**src/rtl/hazard_fwd_ctrl_pkg.sv**
```systemverilog
// Shared widths, forward select codes and the shadow-pipeline entry type for the hazard/forwarding controller.
// No logic, so no latency and no backpressure.
// The rd/we/is_load fields mirror what ID hands to EX.
package hazard_fwd_ctrl_pkg;

    localparam int CPU_WIDTH          = 32;
    localparam int REG_ADDR_WIDTH     = 5;
    localparam int FORWARD_CTRL_WIDTH = 2;

    typedef logic [FORWARD_CTRL_WIDTH-1:0] fwd_t;
    typedef logic [REG_ADDR_WIDTH-1:0]     reg_idx_t;

    localparam fwd_t FWD_NONE = 2'b00;
    localparam fwd_t FWD_M    = 2'b10;
    localparam fwd_t FWD_WB   = 2'b01;

    typedef struct packed {
        logic     valid;
        reg_idx_t rd;
        logic     we;
        logic     is_load;
    } shadow_t;

    // x0 is hardwired to zero, so it never creates a dependency.
    function automatic logic src_match(input shadow_t ent, input reg_idx_t src, input logic used);
        return ent.valid && ent.we && (ent.rd == src) && (src != '0) && used;
    endfunction

endpackage

```
**src/rtl/hazard_src_cmp.sv**
```systemverilog
// Compares one ID source register against the EX and M shadow entries; youngest producer wins.
// Purely combinational, zero latency.
// No backpressure; results feed the stall and forward-select logic of the top.
module hazard_src_cmp
    import hazard_fwd_ctrl_pkg::*;
(
    input  reg_idx_t src,
    input  logic     src_used,
    input  shadow_t  ex_ent,
    input  shadow_t  m_ent,
    output fwd_t     fwd_code,
    output logic     load_hit,
    output logic     raw_hit
);

    logic ex_hit;
    logic m_hit;
    logic unused_ok;

    always_comb begin
        ex_hit   = src_match(ex_ent, src, src_used);
        m_hit    = src_match(m_ent, src, src_used);
        fwd_code = FWD_NONE;
        if (ex_hit) begin
            fwd_code = FWD_M;
        end else if (m_hit) begin
            fwd_code = FWD_WB;
        end
        load_hit = ex_hit && ex_ent.is_load;
        raw_hit  = ex_hit || m_hit;
    end

    // A load already in M resolves by forwarding, so its load flag is irrelevant here.
    assign unused_ok = m_ent.is_load;

endmodule

```
**src/rtl/hazard_fwd_ctrl.sv**
```systemverilog
// Hazard/forwarding controller: shadow EX/M/WB pipeline, registered rs1/rs2 forward selects, load-use stall.
// Forward selects and bubble_ex are registered (valid while the consumer is in EX); stall is combinational.
// Stall holds PC and IF/ID; FORWARDING_EN selects forwarding, otherwise every EX/M RAW hazard stalls.
module hazard_fwd_ctrl
    import hazard_fwd_ctrl_pkg::*;
(
    input  logic                          clk,
    input  logic                          rst,
    input  logic                          id_valid,
    input  logic [REG_ADDR_WIDTH-1:0]     id_rs1,
    input  logic [REG_ADDR_WIDTH-1:0]     id_rs2,
    input  logic                          id_rs1_used,
    input  logic                          id_rs2_used,
    input  logic [REG_ADDR_WIDTH-1:0]     id_rd,
    input  logic                          id_rd_we,
    input  logic                          id_is_load,
    input  logic                          flush,
    output logic [FORWARD_CTRL_WIDTH-1:0] forward_1,
    output logic [FORWARD_CTRL_WIDTH-1:0] forward_2,
    output logic                          stall,
    output logic                          bubble_ex
);

    shadow_t ex_q, ex_d;
    shadow_t m_q, m_d;
    shadow_t wb_q, wb_d;
    fwd_t    forward_1_q, forward_1_d;
    fwd_t    forward_2_q, forward_2_d;
    logic    bubble_ex_q, bubble_ex_d;

    fwd_t    code_1, code_2;
    logic    load_hit_1, load_hit_2;
    logic    raw_hit_1, raw_hit_2;
    logic    issue;
    logic    unused_ok;

    hazard_src_cmp u_src1 (
        .src      (id_rs1),
        .src_used (id_rs1_used),
        .ex_ent   (ex_q),
        .m_ent    (m_q),
        .fwd_code (code_1),
        .load_hit (load_hit_1),
        .raw_hit  (raw_hit_1)
    );

    hazard_src_cmp u_src2 (
        .src      (id_rs2),
        .src_used (id_rs2_used),
        .ex_ent   (ex_q),
        .m_ent    (m_q),
        .fwd_code (code_2),
        .load_hit (load_hit_2),
        .raw_hit  (raw_hit_2)
    );

    always_comb begin
`ifdef FORWARDING_EN
        stall = id_valid && !flush && (load_hit_1 || load_hit_2);
`else
        stall = id_valid && !flush && (raw_hit_1 || raw_hit_2);
`endif
        issue = id_valid && !stall && !flush;

        ex_d = '0;
        if (issue) begin
            ex_d = '{valid: 1'b1, rd: id_rd, we: id_rd_we, is_load: id_is_load};
        end
        m_d  = ex_q;
        wb_d = m_q;

        forward_1_d = FWD_NONE;
        forward_2_d = FWD_NONE;
`ifdef FORWARDING_EN
        if (issue) begin
            forward_1_d = code_1;
            forward_2_d = code_2;
        end
`endif
        bubble_ex_d = !issue;
    end

    always_ff @(posedge clk) begin
        if (rst) begin
            ex_q        <= '0;
            m_q         <= '0;
            wb_q        <= '0;
            forward_1_q <= FWD_NONE;
            forward_2_q <= FWD_NONE;
            bubble_ex_q <= 1'b1;
        end else begin
            ex_q        <= ex_d;
            m_q         <= m_d;
            wb_q        <= wb_d;
            forward_1_q <= forward_1_d;
            forward_2_q <= forward_2_d;
            bubble_ex_q <= bubble_ex_d;
        end
    end

    assign forward_1 = forward_1_q;
    assign forward_2 = forward_2_q;
    assign bubble_ex = bubble_ex_q;

    // WB is tracked for visibility only: the write-through regfile already covers ID reads.
`ifdef FORWARDING_EN
    assign unused_ok = &{1'b0, wb_q, raw_hit_1, raw_hit_2};
`else
    assign unused_ok = &{1'b0, wb_q, code_1, code_2, load_hit_1, load_hit_2};
`endif

endmodule

```
**config.mk**
```make
export PLATFORM = sky130hd
export DESIGN_NAME = hazard_fwd_ctrl
export DESIGN_NICKNAME = d
export VERILOG_FILES = /design/src/rtl/hazard_fwd_ctrl_pkg.sv /design/src/rtl/hazard_src_cmp.sv /design/src/rtl/hazard_fwd_ctrl.sv
export SDC_FILE = /design/constraint.sdc
export NUM_CORES = 1
export LEC_CHECK = 0
export CORE_UTILIZATION = 37
export DETAILED_ROUTE_END_ITERATION = 12
export PLACE_DENSITY = 0.77
export SLEW_MARGIN = 20
export SYNTH_ARGS = -nofsm -noshare
export SYNTH_HDL_FRONTEND = slang
export SYNTH_SLANG_ARGS = --single-unit
```
**constraint.sdc**
```tcl
create_clock -name clk -period 1.3 [get_ports clk]
set_input_delay 0.195 -clock clk [delete_from_list [all_inputs] [get_ports clk]]
set_output_delay 0.195 -clock clk [all_outputs]
set_load 0.02 [all_outputs]
```
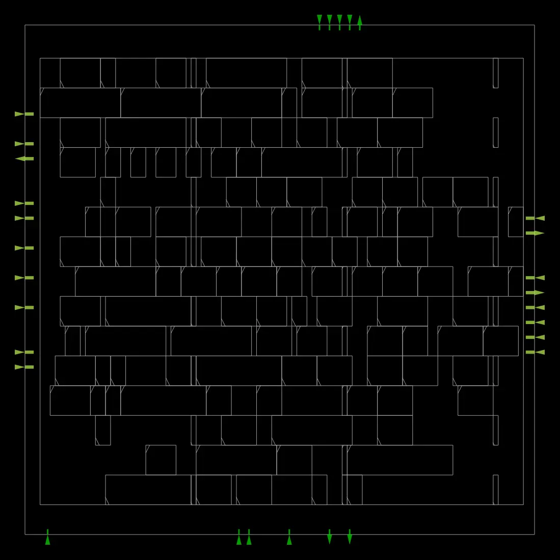
Fig. 1. Cell placement.
Rows: 15
seq_cells: 15
fraction of area in registers: 26.75%
core outline area: 1802 um2
Filler cells: 169

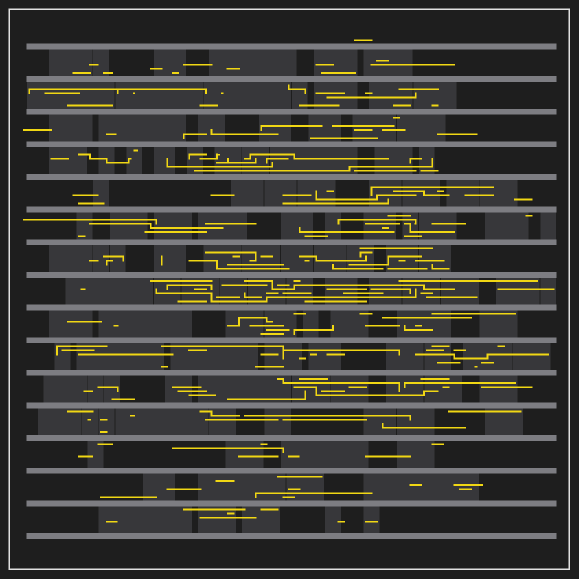
Fig. 2. Metal 1.
(12 px per um) Supply wires on this layer in gray. Cells faint in the background.
- main direction: horizontal
- nets with wire on the layer: 126

==> impl_metrics.ini <==
; generated from flow reports
[worst_setup_path]
crit_fanout = 2
worstPathRequired_ns = 1.11

[routing]
ant_nets = 0

[run_status]
violations = negative setup slack
status = finished with violations

[logic_synthesis]
mux_share_pct = 0
ys_cells = 80
top_cell = xor2_1

[sta]
setup_ws_ns = -0.5930
setup_viol = 9
fin_crit_sh_pct = 145.6

[pwr]
pwr-share-comb_pct = 18.9

[layout]
seq_area_um2 = 305.3
clock_tree_area_fraction_pct = 2.412

[global_route]
grt.met2_usage_pct = 30.00
grt.total_usage_pct = 18.07

[floorplanning]
chipArea_um2 = 2167

[cts]
numCtsBuffers = 3
clk_pin_slew_ns = 0.08

[place]
dp_cells = 138
post_dp_cell_area_um2 = 1064
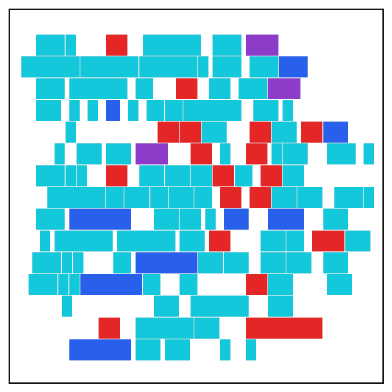
Fig. 3. Cells by drive strength.
(8 px per um)
- x3 and x4: red (cells 18; share 15%)
- x6 and larger: purple (cells 3; share 2.5%)
- x1 and smaller: cyan (cells 91; share 75%)
- x2: blue (cells 9; share 7.4%)
Non-Clock Buffer Count: 38
Final Cell Area: 1141 um2
worst setup margin: -0.5930 ns
synth-to-layout area growth: 55.37%

Power is estimated from default activity; no workload was simulated.
